## config.mk

```make
export PLATFORM = sky130hd
export DESIGN_NAME = period_to_freq
export DESIGN_NICKNAME = d
export VERILOG_FILES = /design/src/rtl/period_to_freq.sv
export SDC_FILE = /design/constraint.sdc
export NUM_CORES = 1
export LEC_CHECK = 0
export ABC_AREA = 1
export CORE_MARGIN = 2
export CORE_UTILIZATION = 54
export DETAILED_ROUTE_END_ITERATION = 10
export PLACE_DENSITY = 0.8
export SKIP_CTS_REPAIR_TIMING = 1
export SYNTH_ARGS = -nofsm -noshare
export SYNTH_HDL_FRONTEND = slang
export SYNTH_SLANG_ARGS = --single-unit
```

## constraint.sdc

```tcl
create_clock -name clk -period 1.8 [get_ports clk]
set_input_delay 0.36 -clock clk [delete_from_list [all_inputs] [get_ports clk]]
set_output_delay 0.36 -clock clk [all_outputs]
set_load 0.005 [all_outputs]
```

## src/rtl/period_to_freq.sv

```systemverilog
// Period-to-frequency converter: freq = CLK_HZ / period via an iterative restoring divider.
// Define PERIOD_TO_FREQ_ROUND_EN for round-to-nearest; otherwise the result is truncated.
module period_to_freq #(
  parameter int unsigned CLK_HZ = 50_000_000,
  parameter int unsigned PW     = 24,
  parameter int unsigned FW     = 27
) (
  input  logic          clk,
  input  logic          reset,
  input  logic [PW-1:0] period,
  output logic [FW-1:0] freq,
  output logic          freq_valid,
  output logic          busy
);

  localparam int unsigned RW = PW + 1;
  localparam int unsigned SW = PW + 2;
  localparam int unsigned CW = $clog2(FW + 1);

  typedef enum logic [1:0] {IDLE, DIV, DONE} state_t;

  state_t        r_state;
  state_t        w_state_next;
  logic [PW-1:0] r_last_period;
  logic [PW-1:0] r_divisor;
  logic [FW-1:0] r_dividend;
  logic [RW-1:0] r_rem;
  logic [FW-1:0] r_quot;
  logic [CW-1:0] r_cnt;
  logic [FW-1:0] r_freq;
  logic          r_freq_valid;
  logic          r_busy;

  logic          w_start;
  logic [FW-1:0] w_dividend_init;
  logic [SW-1:0] w_shift;
  logic          w_ge;
  logic [RW-1:0] w_rem_next;

  assign w_start = (r_state == IDLE) && (period != '0) && (period != r_last_period);

`ifdef PERIOD_TO_FREQ_ROUND_EN
  assign w_dividend_init = FW'(CLK_HZ) + FW'(period >> 1);
`else
  assign w_dividend_init = FW'(CLK_HZ);
`endif

  // One restoring step: bring down the next dividend bit, subtract if it fits.
  assign w_shift    = {r_rem, r_dividend[FW-1]};
  assign w_ge       = (w_shift >= SW'(r_divisor));
  assign w_rem_next = w_ge ? RW'(w_shift - SW'(r_divisor)) : w_shift[RW-1:0];

  always_ff @(posedge clk) begin
    if (reset) r_state <= IDLE;
    else       r_state <= w_state_next;
  end

  always_comb begin
    w_state_next = r_state;
    case (r_state)
      IDLE:    if (w_start) w_state_next = DIV;
      DIV:     if (r_cnt == CW'(1)) w_state_next = DONE;
      DONE:    w_state_next = IDLE;
      default: w_state_next = IDLE;
    endcase
  end

  always_ff @(posedge clk) begin
    if (reset) begin
      r_last_period <= '0;
      r_divisor     <= '0;
      r_dividend    <= '0;
      r_rem         <= '0;
      r_quot        <= '0;
      r_cnt         <= '0;
      r_freq        <= '0;
      r_freq_valid  <= 1'b0;
      r_busy        <= 1'b0;
    end else begin
      r_freq_valid <= 1'b0;
      case (r_state)
        IDLE: begin
          if (w_start) begin
            r_last_period <= period;
            r_divisor     <= period;
            r_dividend    <= w_dividend_init;
            r_rem         <= '0;
            r_quot        <= '0;
            r_cnt         <= CW'(FW);
            r_busy        <= 1'b1;
          end
        end
        DIV: begin
          r_rem      <= w_rem_next;
          r_quot     <= {r_quot[FW-2:0], w_ge};
          r_dividend <= {r_dividend[FW-2:0], 1'b0};
          r_cnt      <= r_cnt - CW'(1);
        end
        DONE: begin
          r_freq       <= r_quot;
          r_freq_valid <= 1'b1;
          r_busy       <= 1'b0;
        end
        default: ;
      endcase
    end
  end

  assign freq       = r_freq;
  assign freq_valid = r_freq_valid;
  assign busy       = r_busy;

endmodule

```

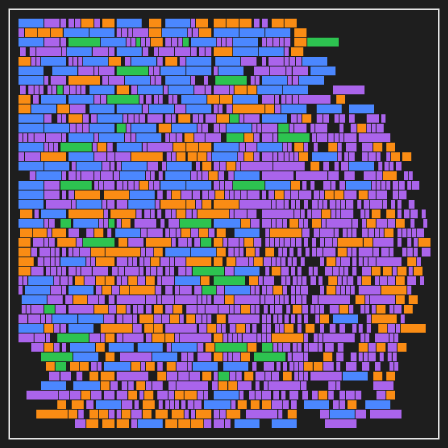
Figure 1: run 1, cells colored by class.
| class | color | cells | share of their area |
|---|---|---|---|
| flops | blue | 132 | 24% |
| all other logic | purple | 899 | 49% |
| clock drivers and dummy loads | green | 32 | 5.0% |
| other buffers and delay cells | orange | 246 | 22% |
sequential share of cell area: 0.236
Util after Layout: 0.815
number of cell rows: 43
core outline area: 0.0138 mm2
Final Instance Area: 0.0112 mm2

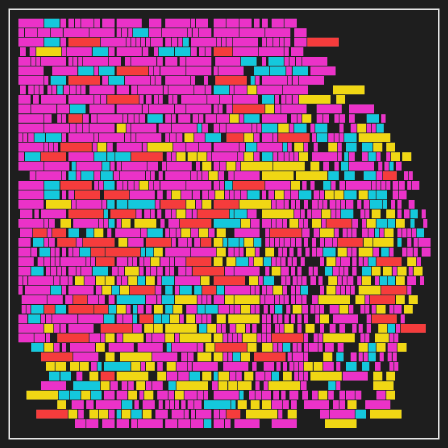
Figure 2: run 1, cells by drive strength.
| size | color | cells | most used |
|---|---|---|---|
| drive 2 | cyan | 163 | nand2_2 |
| drive 3 to 4 | yellow | 203 | buf_4 |
| drive 6 and up | red | 61 | clkbuf_16 |
| drive 1 or less | magenta | 882 | nand2_1 |
Plain + repair buffers: 246
post-synthesis to final-layout area growth: 49.1%
Worst Slack Setup Final: -0.566 ns

==> run_results.csv, run 1 <==
group,metric,value,unit
run_status,outcome,"complete, but fails checks",
run_status,failed_checks,"negative setup slack",
timing,clock.fmax,0.423,GHz
timing,postLayoutSetupSlackWorst,-0.566,ns
worst_hold_path,timing.hold.worst.start,"period[13]",
yosys,synth_area_per_cell,6.97,um2
worst_setup_path,cp-startpoint,"period[7]",
worst_setup_path,worst_r2r_path_depth,14,
timing,rsz_0062_raised_after_global_routing,"yes",
yosys,postSynthRegisterBits,132,
yosys,commonest_cells_post_synth,"nand2_1 (239), inv_1 (163), dfxtp_1 (132)",
worst_setup_path,critPathKind,"primary input to flip-flop",
timing,min_period,2.37,ns
drt,dr_total_vias,8904,
final_layout,layoutNonFillerInstCount,1489,
yosys,xor_share,0.0372,
yosys,ys_sh_mux,0,
yosys,share_of_the_yosys_chip_area_belonging_to_registers,0.351,
timing,max_slew.worst_pin.slew,0.484,ns
yosys,dominant_synthesized_flop_cell,"dfxtp_1",
yosys,synth_cells,1080,
timing,timing.final.max_slew_violations,0,
final_layout,nClkBuffers,19,
worst_setup_path,critPathMaxFanout,59,
placement,detailed_place_hpwl,15000,um
worst_setup_path,worst-r2r-setup-slack,-0.48,ns
worst_hold_path,holdPathStages,3,
pwr,irDropWorstVdd,740,uV
clock_network,clock_tree.htree_level_count,4,
final_layout,final.fill_count,726,
yosys,compound_area_frac,0.158,
yosys,synthDominantCellAreaShare,0.351,
yosys,async_flop_share,0,
drt,post_drt_via_cell_ratio,5.98,
timing,setup_total_negative_slack,-37.70,ns
yosys,syn-cell-area,0.00753,mm2
yosys,top_logic_kind,"simple AND/OR/NAND/NOR gates",
grt,grt_pass1_wl,36600,um
final_layout,non_clock_buffer_area_share,0.213,
worst_hold_path,worstHoldPathType,"primary input to flip-flop",
timing,finClkSkew,0.0104,ns
placement,post_dp_cell_area,0.00973,mm2
clock_network,clk_root_buffer_cell,"clkbuf_16",
placement,placed_cells,1428,
placement,routabilityCongestion,0.986,
drt,route.final.wire_length,29700,um
worst_setup_path,r2r_start,"r_dividend[26]",
final_layout,nets,1349,
final_layout,share_of_post_route_cells_with_drive_strength_above_1,0.326,
die,chip_area,0.0149,mm2
drt,drt-pass1-iter-count,8,
final_layout,leading_cell_kind,"multi-input combinational cells",
yosys,synth.yosys.num_cells,1080,
drt,final_antenna_net_count,0,
clock_network,maximum_clock_path_buffer_count,2,
worst_setup_path,critical_path.endpoint,"r_rem[16]",
timing,total_of_endpoints_with_negative_setup_slack_in_the_final_report,103,
drt,detail_route.wl_per_cell,19.9,um
worst_setup_path,worst_ep_arrival_time,2.72,ns
yosys,synth.largest_area_cell,"dfxtp_1",
grt,grt_ovf,0,
yosys,yosys_warnings,0,
timing,max-slew-margin-rel,0.677,
pwr,total_power,13700,uW
grt,largest_net_degree_at_the_start_of_global_routing,62,
worst_setup_path,worstPathRequired,2.15,ns
grt,initial_antenna_violation_count,0,
final_layout,antenna_cells,0,
worst_setup_path,crit-reg2reg-capture,"r_rem[16]",
worst_setup_path,end_kind,"flip-flop",
yosys,synth_dominant_cell_count,"nand2_1",
yosys,netlist_top_cells_area,"dfxtp_1 (35%), nand2_1 (12%), inv_1 (8.1%)",
yosys,enable_flop_cells,0,
placement,place.port_buffers,54,
final_layout,mi_logic_area,0.00477,mm2
flow_run,log.warning_count,29,
yosys,floorplan.nets,1133,
drt,initialDrtViolationCount,1323,
clock_network,cts.sinks,132,
yosys,synth.lib_cells_used.distinct,39,
pwr,cellLeakagePower,0.00492,uW
die,floorplan.tapcells,180,
clock_network,clk_latency,0.44,ns
flow_run,cap_viol_max_count,0,
die,num_io_pins,55,
drt,drcViolationCount,0,
clock_network,path_clk_slew,0.06,ns
timing,hold_violations,0,
pwr,power_density_over_the_cells,1220,mW/mm2
timing,min_period_over_period,1.31,
final_layout,clockNetworkAreaShare,0.0486,
yosys,synth-area-yosys,0.00753,mm2
final_layout,layout.non_clock_inverters,172,
worst_hold_path,whs_endpoint,"r_divisor[13]",
placement,dp_slack,-0.540,ns
final_layout,comb_share,0.425,
timing,hold_ws,0.305,ns
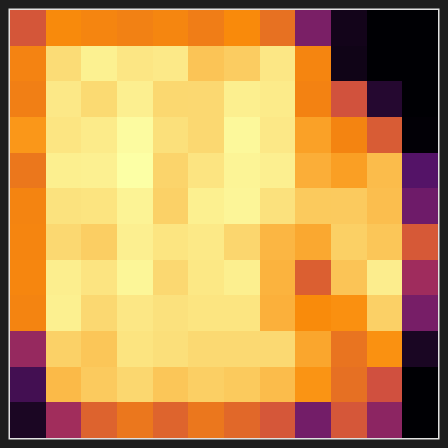
Figure 3: run 1, cell density map.
12 x 12 tiles, from black (low) to pale yellow (high), 0 to 100% covered.
tiles over 75% full: 61%
nearly empty tiles: 5.6%
emptiest ninth of the die: north-east
share of the core filled by cells before placement: 0.547

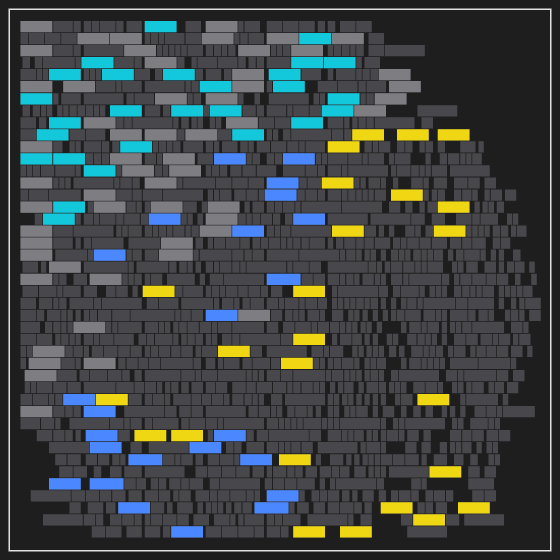
Figure 4: run 1, sequential cells grouped by signal name.
Other sequential cells in the stronger gray, the rest of the logic in the fainter gray.
| netlist name | color | placed flops |
|---|---|---|
| r_rem | yellow | 25 |
| r_divisor | blue | 24 |
| r_quot | cyan | 27 |
not colored: 56
register cell area after layout: 0.00265 mm2
power in sequential cells: 3360 uW

run 1: metal layers:
layer | vias to the layer above | global-route usage | routed length [um]
met1 | 4165 | 0.393 | 10700
met5 | - | 0 | 0
met2 | 606 | 0.527 | 14400
met3 | 208 | 0.0454 | 2530
li1 | 3925 | - | -
met4 | 0 | 0.134 | 2020
run 1: critical path, stage by stage:
cell	delay (ns)
clkdlybuf4s50_1	0.48
nor2_1	0.15
nand2_1	0.06
nor2_1	0.30
nand2_1	0.17
o21ai_0	0.21
inv_1	0.11
nand2_4	0.18
buf_16	0.27
nand3_1	0.19
a21oi_2	0.22
run 1: cell families (layout without fill, tap and decap cells):
logic type	after synthesis	in the layout
compound gates	198	198
xor+xnor	32	32
fa+ha+maj	27	27
buf+inv	222	450
flops	132	132
simple gates	469	470
run 1: power breakdown:
| part | internal (uW) | leakage [uW] | switching [uW] | total (uW) |
|---|---|---|---|---|
| Clock | 1810 | 0.000266 | 1470 | 3280 |
| Combinational | 3230 | 0.00358 | 3870 | 7100 |
| Sequential | 3160 | 0.00108 | 199 | 3360 |
| Total | 8210 | 0.00492 | 5540 | 13700 |
run 1: registers in the layout, summed over array words and instances, names as in the netlist:
name,cells
freq,27
busy,1
r_state,2
r_quot,27
r_dividend,20
freq_valid,1
r_rem,25
r_divisor,24
r_cnt,5
run 1: cell usage in the layout (no fill, tap or decap), types with 28 or more instances in the layout:
| cell | n |
|---|---|
| nand2_1 | 213 |
| buf_4 | 156 |
| inv_1 | 146 |
| dfxtp_1 | 127 |
| nand3_1 | 85 |
| a21oi_1 | 74 |
| clkdlybuf4s50_1 | 52 |
| nor2_1 | 46 |
| o21ai_0 | 41 |
| nand2_2 | 33 |
| xnor2_1 | 30 |
| o22ai_2 | 28 |
Figure 5. Routing congestion (run 1).
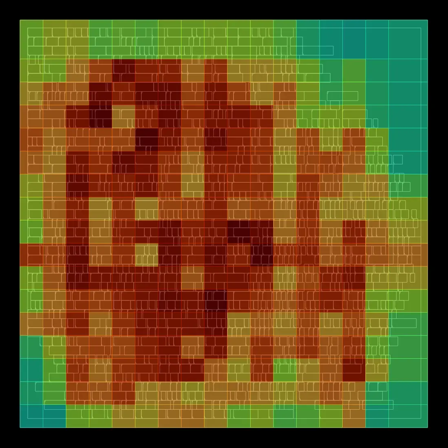

==> run 2: changes to the inputs <==
==> constraint.sdc (replaced) <==
create_clock -name clk -period 2.1 [get_ports clk]
set_input_delay 0.42 -clock clk [delete_from_list [all_inputs] [get_ports clk]]
set_output_delay 0.42 -clock clk [all_outputs]
set_load 0.005 [all_outputs]
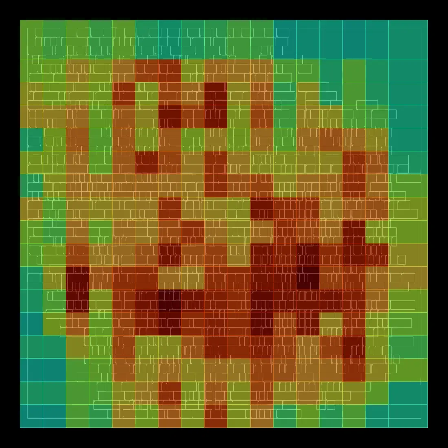
Figure 6: run 2, routing congestion.
most heavily used metal layer in global routing: met2
Total GRT Usage: 0.284
mean routed wirelength per cell: 16.8 um
global-route met2 utilization: 0.464
met3 track demand over resource: 0.0529

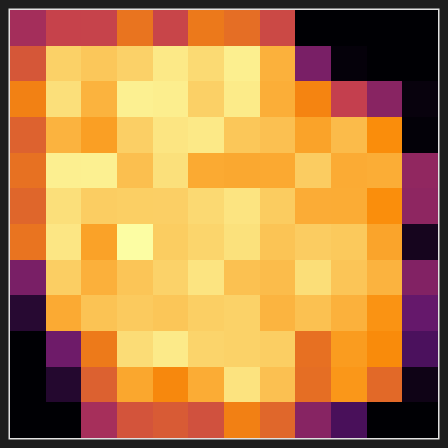
Figure 7: run 2, cell density map.
12 x 12 tiles, from black (low) to pale yellow (high), 0 to 100% covered.
fullest tile: 100%
nearly empty tiles: 9.7%
emptiest ninth of the die: north-east
tiles over 75% full: 59%
mean over tiles: 67%
Util after Layout: 0.742

==> run 2 against run 1 <==
The flow still finishes with violations (negative setup slack). Non-clock buffer count down 90. Synthesized cell count unchanged. Sequential cell count unchanged. Combinational power shrank 25%. Highest routed layer unchanged. Utilization decreased by 7.3 points. Critical path depth is 2 higher. Critical path type is now flip-flop to flip-flop. First-iteration DRC count decreased by 31%. Via count is 10% lower. Global-route usage is 2.7 points lower. Register-to-register slack improved by 0.35 ns. Worst setup slack improved by 0.44 ns. Cell area decreased by 8.9%.
==> run_results.csv, run 2 <==
group,metric,value,unit
run_status,outcome,"complete, but fails checks",
run_status,failed_checks,"negative setup slack",
yosys,synth_cells,1080,
yosys,synth.largest_area_cell,"dfxtp_1",
final_layout,finish.instance_area,0.0102,mm2
die,num_io_pins,55,
yosys,synth_area_per_cell,6.97,um2
worst_hold_path,whs_endpoint,"r_divisor[23]",
final_layout,most-common-layout-cells,"nand2_1 (207), inv_1 (144), dfxtp_1 (117)",
worst_hold_path,holdPathStages,3,
die,core,0.0138,mm2
pwr,irDropWorstVdd,727,uV
final_layout,share_of_post_route_cells_with_drive_strength_above_1,0.263,
drt,route.final.wire_length,23500,um
die,fp_util,0.547,
yosys,synth.lib_cells_used.distinct,39,
placement,detailed_place_hpwl,14000,um
timing,postLayoutSetupSlackWorst,-0.131,ns
yosys,postSynthRegisterBits,132,
drt,drt-pass1-iter-count,6,
timing,finClkSkew,0.0120,ns
worst_setup_path,worst-r2r-setup-slack,-0.13,ns
timing,max-slew-margin-rel,0.634,
timing,timing.final.max_slew_violations,0,
timing,setup_total_negative_slack,-0.523,ns
worst_setup_path,most_frequent_cp_cell,"nand2_1",
worst_setup_path,critPathMaxFanout,8,
timing,hold_violations,0,
grt,largest_net_degree_at_the_start_of_global_routing,72,
final_layout,layoutNonFillerInstCount,1398,
yosys,compound_area_frac,0.158,
final_layout,register_area,0.00266,mm2
yosys,enable_flop_cells,0,
yosys,xor_share,0.0372,
final_layout,nets,1258,
timing,max_slew.worst_pin.slew,0.548,ns
worst_hold_path,timing.hold.worst.start,"period[23]",
final_layout,antenna_cells,0,
yosys,synth.yosys.num_cells,1080,
worst_setup_path,end_kind,"flip-flop",
pwr,power_density_over_the_cells,1110,mW/mm2
clock_network,clock_tree.htree_level_count,4,
final_layout,area_growth,35.7,%
worst_setup_path,critical_path.max_stage_delay,0.36,ns
yosys,commonest_cells_post_synth,"nand2_1 (239), inv_1 (163), dfxtp_1 (132)",
timing,min_period_over_period,1.06,
yosys,synth-area-yosys,0.00753,mm2
worst_hold_path,worstHoldPathType,"primary input to flip-flop",
yosys,yosys_warnings,0,
timing,total_of_endpoints_with_negative_setup_slack_in_the_final_report,18,
drt,initialDrtViolationCount,919,
yosys,share_of_the_yosys_chip_area_belonging_to_registers,0.351,
placement,placed_cells,1361,
worst_setup_path,crit-reg2reg-capture,"r_rem[6]",
yosys,ys_sh_mux,0,
timing,hold_ws,0.445,ns
timing,rsz_0062_raised_after_global_routing,"yes",
placement,place.port_buffers,54,
worst_setup_path,worst_ep_arrival_time,2.58,ns
timing,clock.fmax,0.448,GHz
[run 2: cell count changes in the layout (fill, tap and decap cells not counted), sizes merged]
cell	previous run	this run
buf	184	100
bufinv	0	2
clkbuf	27	19
clkdlybuf4s50	52	53
clkinv	11	4
clkinvlp	2	0
dlymetal6s2s	2	1
inv	172	181
nand2	252	251
[run 2: worst max-delay path, delay by kind of cell, from the launching register on]
kind | cells | cell delay [ns]
simple gates | 8 | 1.05
compound gates | 1 | 0.19
fa+ha+maj | 1 | 0.26
buf+inv | 3 | 0.30
flops | 1 | 0.36
[run 2: area by class of cell]
cell class / instances / share of cell area
clock buffer: 17 / 0.0416
clock inverter: 15 / 0.0195
inverter: 172 / 0.0632
multi-input combinational: 726 / 0.448
sequential: 132 / 0.261
tap: 180 / 0.0220
timing repair buffer: 156 / 0.145
[run 2: power breakdown]
| part | internal, uW | total [uW] | switching, uW |
|---|---|---|---|
| logic | 2250 | 5290 | 3030 |
| clock network | 1830 | 3190 | 1360 |
| registers | 2710 | 2890 | 174 |
[run 2: worst max path at each step]
stage / endpoint / cells past startpoint / from
2_1_floorplan: r_rem[21] / 12 / r_dividend[26]
6_report: r_rem[6] / 13 / r_divisor[9]
3_5_place_dp: r_quot[0] / 9 / period[23]
4_1_cts: r_rem[0] / 12 / r_divisor[21]
3_3_place_gp: r_cnt[3] / 10 / period[23]
5_1_grt: r_divisor[14] / 11 / period[15]
[run 2: metal layers]
layer  track usage  wire length [um]  vias up
li1              -                 -     3736
met1         0.359              9260     3743
met2         0.464             11200      406
met3        0.0529              1730      127
met4         0.140              1220        0
met5             0                 0        -
No activity file was given, so power comes from the tool's default toggle rates.
